`config.mk`:
```
export PLATFORM = sky130hd
export DESIGN_NAME = eros_obi_timeout_bridge
export DESIGN_NICKNAME = d
export VERILOG_FILES = /design/src/rtl/eros_obi_pkg.sv /design/src/rtl/eros_pkg.sv /design/src/rtl/eros_sat_counter.sv /design/src/rtl/eros_obi_timeout_bridge.sv
export SDC_FILE = /design/constraint.sdc
export NUM_CORES = 1
export LEC_CHECK = 0
export CORE_UTILIZATION = 33
export CTS_CLUSTER_DIAMETER = 100
export DETAILED_ROUTE_END_ITERATION = 8
export PLACE_DENSITY = 0.88
export SKIP_CTS_REPAIR_TIMING = 1
export SLEW_MARGIN = 30
export SYNTH_ARGS = -nofsm -noshare
export SYNTH_HDL_FRONTEND = slang
export SYNTH_HIERARCHICAL = 1
export SYNTH_SLANG_ARGS = --single-unit
```
`constraint.sdc`:
```
create_clock -name clk_i -period 5.1 [get_ports clk_i]
set_input_delay 1.02 -clock clk_i [delete_from_list [all_inputs] [get_ports clk_i]]
set_output_delay 1.02 -clock clk_i [all_outputs]
set_load 0.02 [all_outputs]
```
`src/rtl/eros_obi_pkg.sv`:
```
// OBI request/response bundles shared by the eros cluster and the SoC bus.
package eros_obi_pkg;

    typedef struct packed {
        logic        req;
        logic        we;
        logic [3:0]  be;
        logic [31:0] addr;
        logic [31:0] wdata;
    } obi_req_t;

    typedef struct packed {
        logic        gnt;
        logic        rvalid;
        logic [31:0] rdata;
    } obi_resp_t;

endpackage

```
`src/rtl/eros_pkg.sv`:
```
// Cluster-level types and constants for the eros OBI timeout bridge.
package eros_pkg;

    typedef enum logic [1:0] {
        IDLE,
        WAIT,
        ERR,
        DRAIN
    } bridge_state_e;

    localparam logic [31:0] ERR_RDATA_DEFAULT = 32'hBADC_AB1E;

    localparam int unsigned CNT_W  = 16;
    localparam int unsigned LATE_W = 8;

endpackage

```
`src/rtl/eros_sat_counter.sv`:
```
// Up-counter that sticks at all-ones instead of wrapping.
module eros_sat_counter #(
    parameter int unsigned WIDTH = 8
) (
    input  logic             i_clk,
    input  logic             i_rst,
    input  logic             i_inc,
    output logic [WIDTH-1:0] o_count
);

    logic [WIDTH-1:0] r_count;
    logic             w_full;

    assign w_full  = &r_count;
    assign o_count = r_count;

    always_ff @(posedge i_clk) begin
        if (i_rst) begin
            r_count <= '0;
        end else if (i_inc && !w_full) begin
            r_count <= r_count + WIDTH'(1);
        end
    end

endmodule

```
`src/rtl/eros_obi_timeout_bridge.sv`:
```
// OBI bridge that answers with an error word when the downstream slave
// stays silent too long, then drains or abandons the stale transaction.
module eros_obi_timeout_bridge
    import eros_obi_pkg::*;
    import eros_pkg::*;
#(
    parameter int unsigned TIMEOUT_CYCLES = 1024,
    parameter logic [31:0] ERR_RDATA      = ERR_RDATA_DEFAULT
) (
    input  logic              clk_i,
    input  logic              rst_i,
    input  obi_req_t          up_req_i,
    output obi_resp_t         up_resp_o,
    output obi_req_t          dn_req_o,
    input  obi_resp_t         dn_resp_i,
    output logic              timeout_o,
    input  logic              clear_i,
    output logic [LATE_W-1:0] late_cnt_o
);

    localparam logic [CNT_W-1:0] LIMIT = CNT_W'(TIMEOUT_CYCLES - 1);

    bridge_state_e    r_state;
    logic [CNT_W-1:0] r_cnt;
    logic             r_timeout;

    logic w_grant;
    logic w_at_limit;
    logic w_idle_view;
    logic w_late;

    assign w_grant     = up_req_i.req && dn_resp_i.gnt;
    assign w_at_limit  = (r_cnt == LIMIT);
    assign w_idle_view = rst_i || (r_state == IDLE);
    assign timeout_o   = r_timeout;

    // Any rvalid not owned by an open WAIT is a dropped response.
    assign w_late = dn_resp_i.rvalid && !rst_i && (r_state != WAIT);

    always_ff @(posedge clk_i) begin
        if (rst_i) begin
            r_state   <= IDLE;
            r_cnt     <= '0;
            r_timeout <= 1'b0;
        end else begin
            if (r_state == ERR) begin
                r_timeout <= 1'b1;
            end else if (clear_i) begin
                r_timeout <= 1'b0;
            end

            unique case (r_state)
                IDLE: begin
                    if (w_grant) begin
                        r_state <= WAIT;
                        r_cnt   <= '0;
                    end
                end
                WAIT: begin
                    if (dn_resp_i.rvalid) begin
                        r_state <= IDLE;
                        r_cnt   <= '0;
                    end else if (w_at_limit) begin
                        r_state <= ERR;
                    end else begin
                        r_cnt <= r_cnt + CNT_W'(1);
                    end
                end
                ERR: begin
                    r_state <= DRAIN;
                    r_cnt   <= '0;
                end
                DRAIN: begin
                    if (dn_resp_i.rvalid || w_at_limit) begin
                        r_state <= IDLE;
                        r_cnt   <= '0;
                    end else begin
                        r_cnt <= r_cnt + CNT_W'(1);
                    end
                end
                default: begin
                    r_state <= IDLE;
                    r_cnt   <= '0;
                end
            endcase
        end
    end

    always_comb begin
        dn_req_o         = up_req_i;
        up_resp_o.gnt    = 1'b0;
        up_resp_o.rvalid = 1'b0;
        up_resp_o.rdata  = dn_resp_i.rdata;
        if (w_idle_view) begin
            up_resp_o.gnt = dn_resp_i.gnt;
        end else begin
            dn_req_o.req = 1'b0;
            unique case (r_state)
                WAIT: begin
                    up_resp_o.rvalid = dn_resp_i.rvalid;
                end
                ERR: begin
                    up_resp_o.rvalid = 1'b1;
                    up_resp_o.rdata  = ERR_RDATA;
                end
                default: begin
                    up_resp_o.rvalid = 1'b0;
                end
            endcase
        end
    end

    eros_sat_counter #(
        .WIDTH (LATE_W)
    ) u_late_cnt (
        .i_clk   (clk_i),
        .i_rst   (rst_i),
        .i_inc   (w_late),
        .o_count (late_cnt_o)
    );

endmodule

```
==> images/m3.png <==
Scale bar: 20 microns.
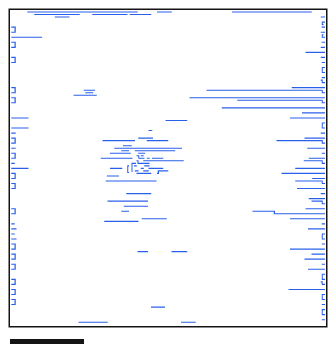
The longest straight run is 36.3 microns. The wires run mostly horizontal. The layer carries 698 microns of wire. The layer holds 11% of the routed length. 102 nets have wire on it.
final wirelength: 6320 microns
via count of the routed design: 1,991
met3 Usage GRT: 5.35%

==> images/clock_wires.png <==
Scale bar: 20 microns.
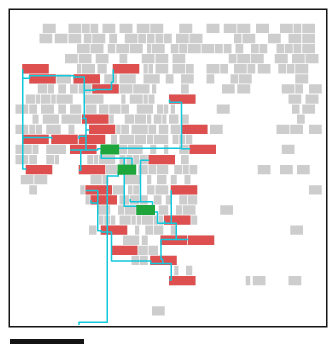
Key: cyan = clock wires [length 346 microns]; red = flip-flops [count 27]; green = clock-net drivers [count 3]
There are 4 routed clock nets.

==> summary.rpt <==
RUN METRICS
----------------------------------------------------
[Global routing]
  Global route total overflow ........................ 0
  Total routing usage reported by global routing ........................ 17.1%

[Finish]
  Seq_cells ........................ 27
  Number of non-clock buffers ........................ 83
  Utilization of the core after routing ........................ 41.3%
  Count of multi-input combinational gates ........................ 172
  Cell area after layout ........................ 2700 sq um

[Detailed routing]
  Vias per cell ........................ 5.41
  Initial detailed-routing violation count ........................ 120
  Final routed wire length divided by cell count ........................ 17.2 microns

[Synth]
  Leading post-synthesis cells by cell area ........................ sky130_fd_sc_hd__dfxtp_1, sky130_fd_sc_hd__buf_4, sky130_fd_sc_hd__nor2b_1, sky130_fd_sc_hd__or2_2, sky130_fd_sc_hd__a21oi_1
  Mapped Nets ........................ 395
  Area fraction in compound gates after synthesis ........................ 13.1%
  Combinational family with the most area after synthesis ........................ simple AND/OR/NAND/NOR gates
  Post-Syn Instances ........................ 282

[Critical path]
  Top cell by count, worst path ........................ sky130_fd_sc_hd__clkdlybuf4s50_1
  Reg2reg end ........................ r_cnt[10]
  Stages on worst setup path ........................ 5

[Clocking]
  Clock root cell ........................ sky130_fd_sc_hd__clkbuf_8
  Number of clock sinks ........................ 27

[Run status]
  Status ........................ finished clean

[Power and ir drop]
  Power, Total ........................ 0.510 mW

[Run]
  Max-capacitance violation count ........................ 0

----------------------------------------------------
==> images/placed.png <==
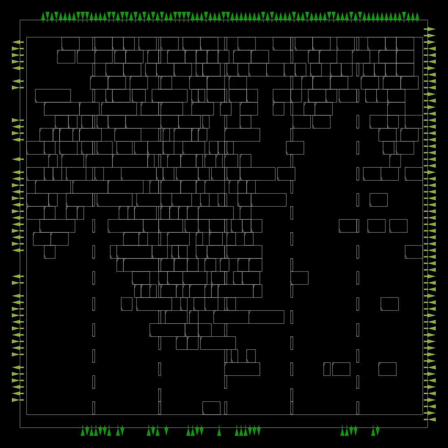
number of fillers in the final layout: 624
flip-flop and latch share of the layout cell area: 20.0%

==> images/layers.png <==
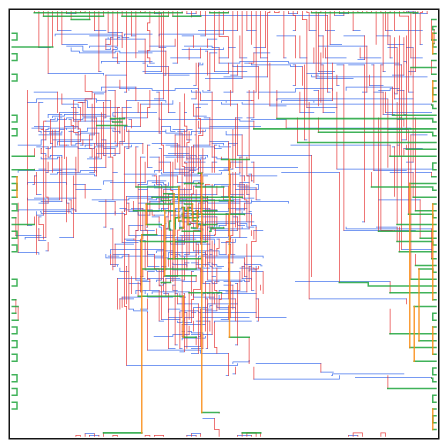
Key: blue = M1 [wire length 2,400 microns]; green = M3 [wire length 698 microns]; orange = M4 [wire length 280 microns]; red = M2 [wire length 2,950 microns]

-- cell usage in the layout, fill, tap and decap left out, types with 5 or more instances in the layout --
| cell | n |
|---|---|
| sky130_fd_sc_hd__ha_1 | 6 |
| sky130_fd_sc_hd__or2_2 | 19 |
| sky130_fd_sc_hd__dfxtp_1 | 27 |
| sky130_fd_sc_hd__inv_1 | 5 |
| sky130_fd_sc_hd__nor2_1 | 16 |
| sky130_fd_sc_hd__nand3_1 | 7 |
| sky130_fd_sc_hd__a211oi_1 | 5 |
| sky130_fd_sc_hd__nor2b_1 | 20 |
| sky130_fd_sc_hd__clkdlybuf4s50_1 | 81 |
| sky130_fd_sc_hd__a21oi_1 | 17 |
| sky130_fd_sc_hd__nand2_1 | 10 |
| sky130_fd_sc_hd__nand4_1 | 8 |
Power is estimated from default activity; no workload was simulated.
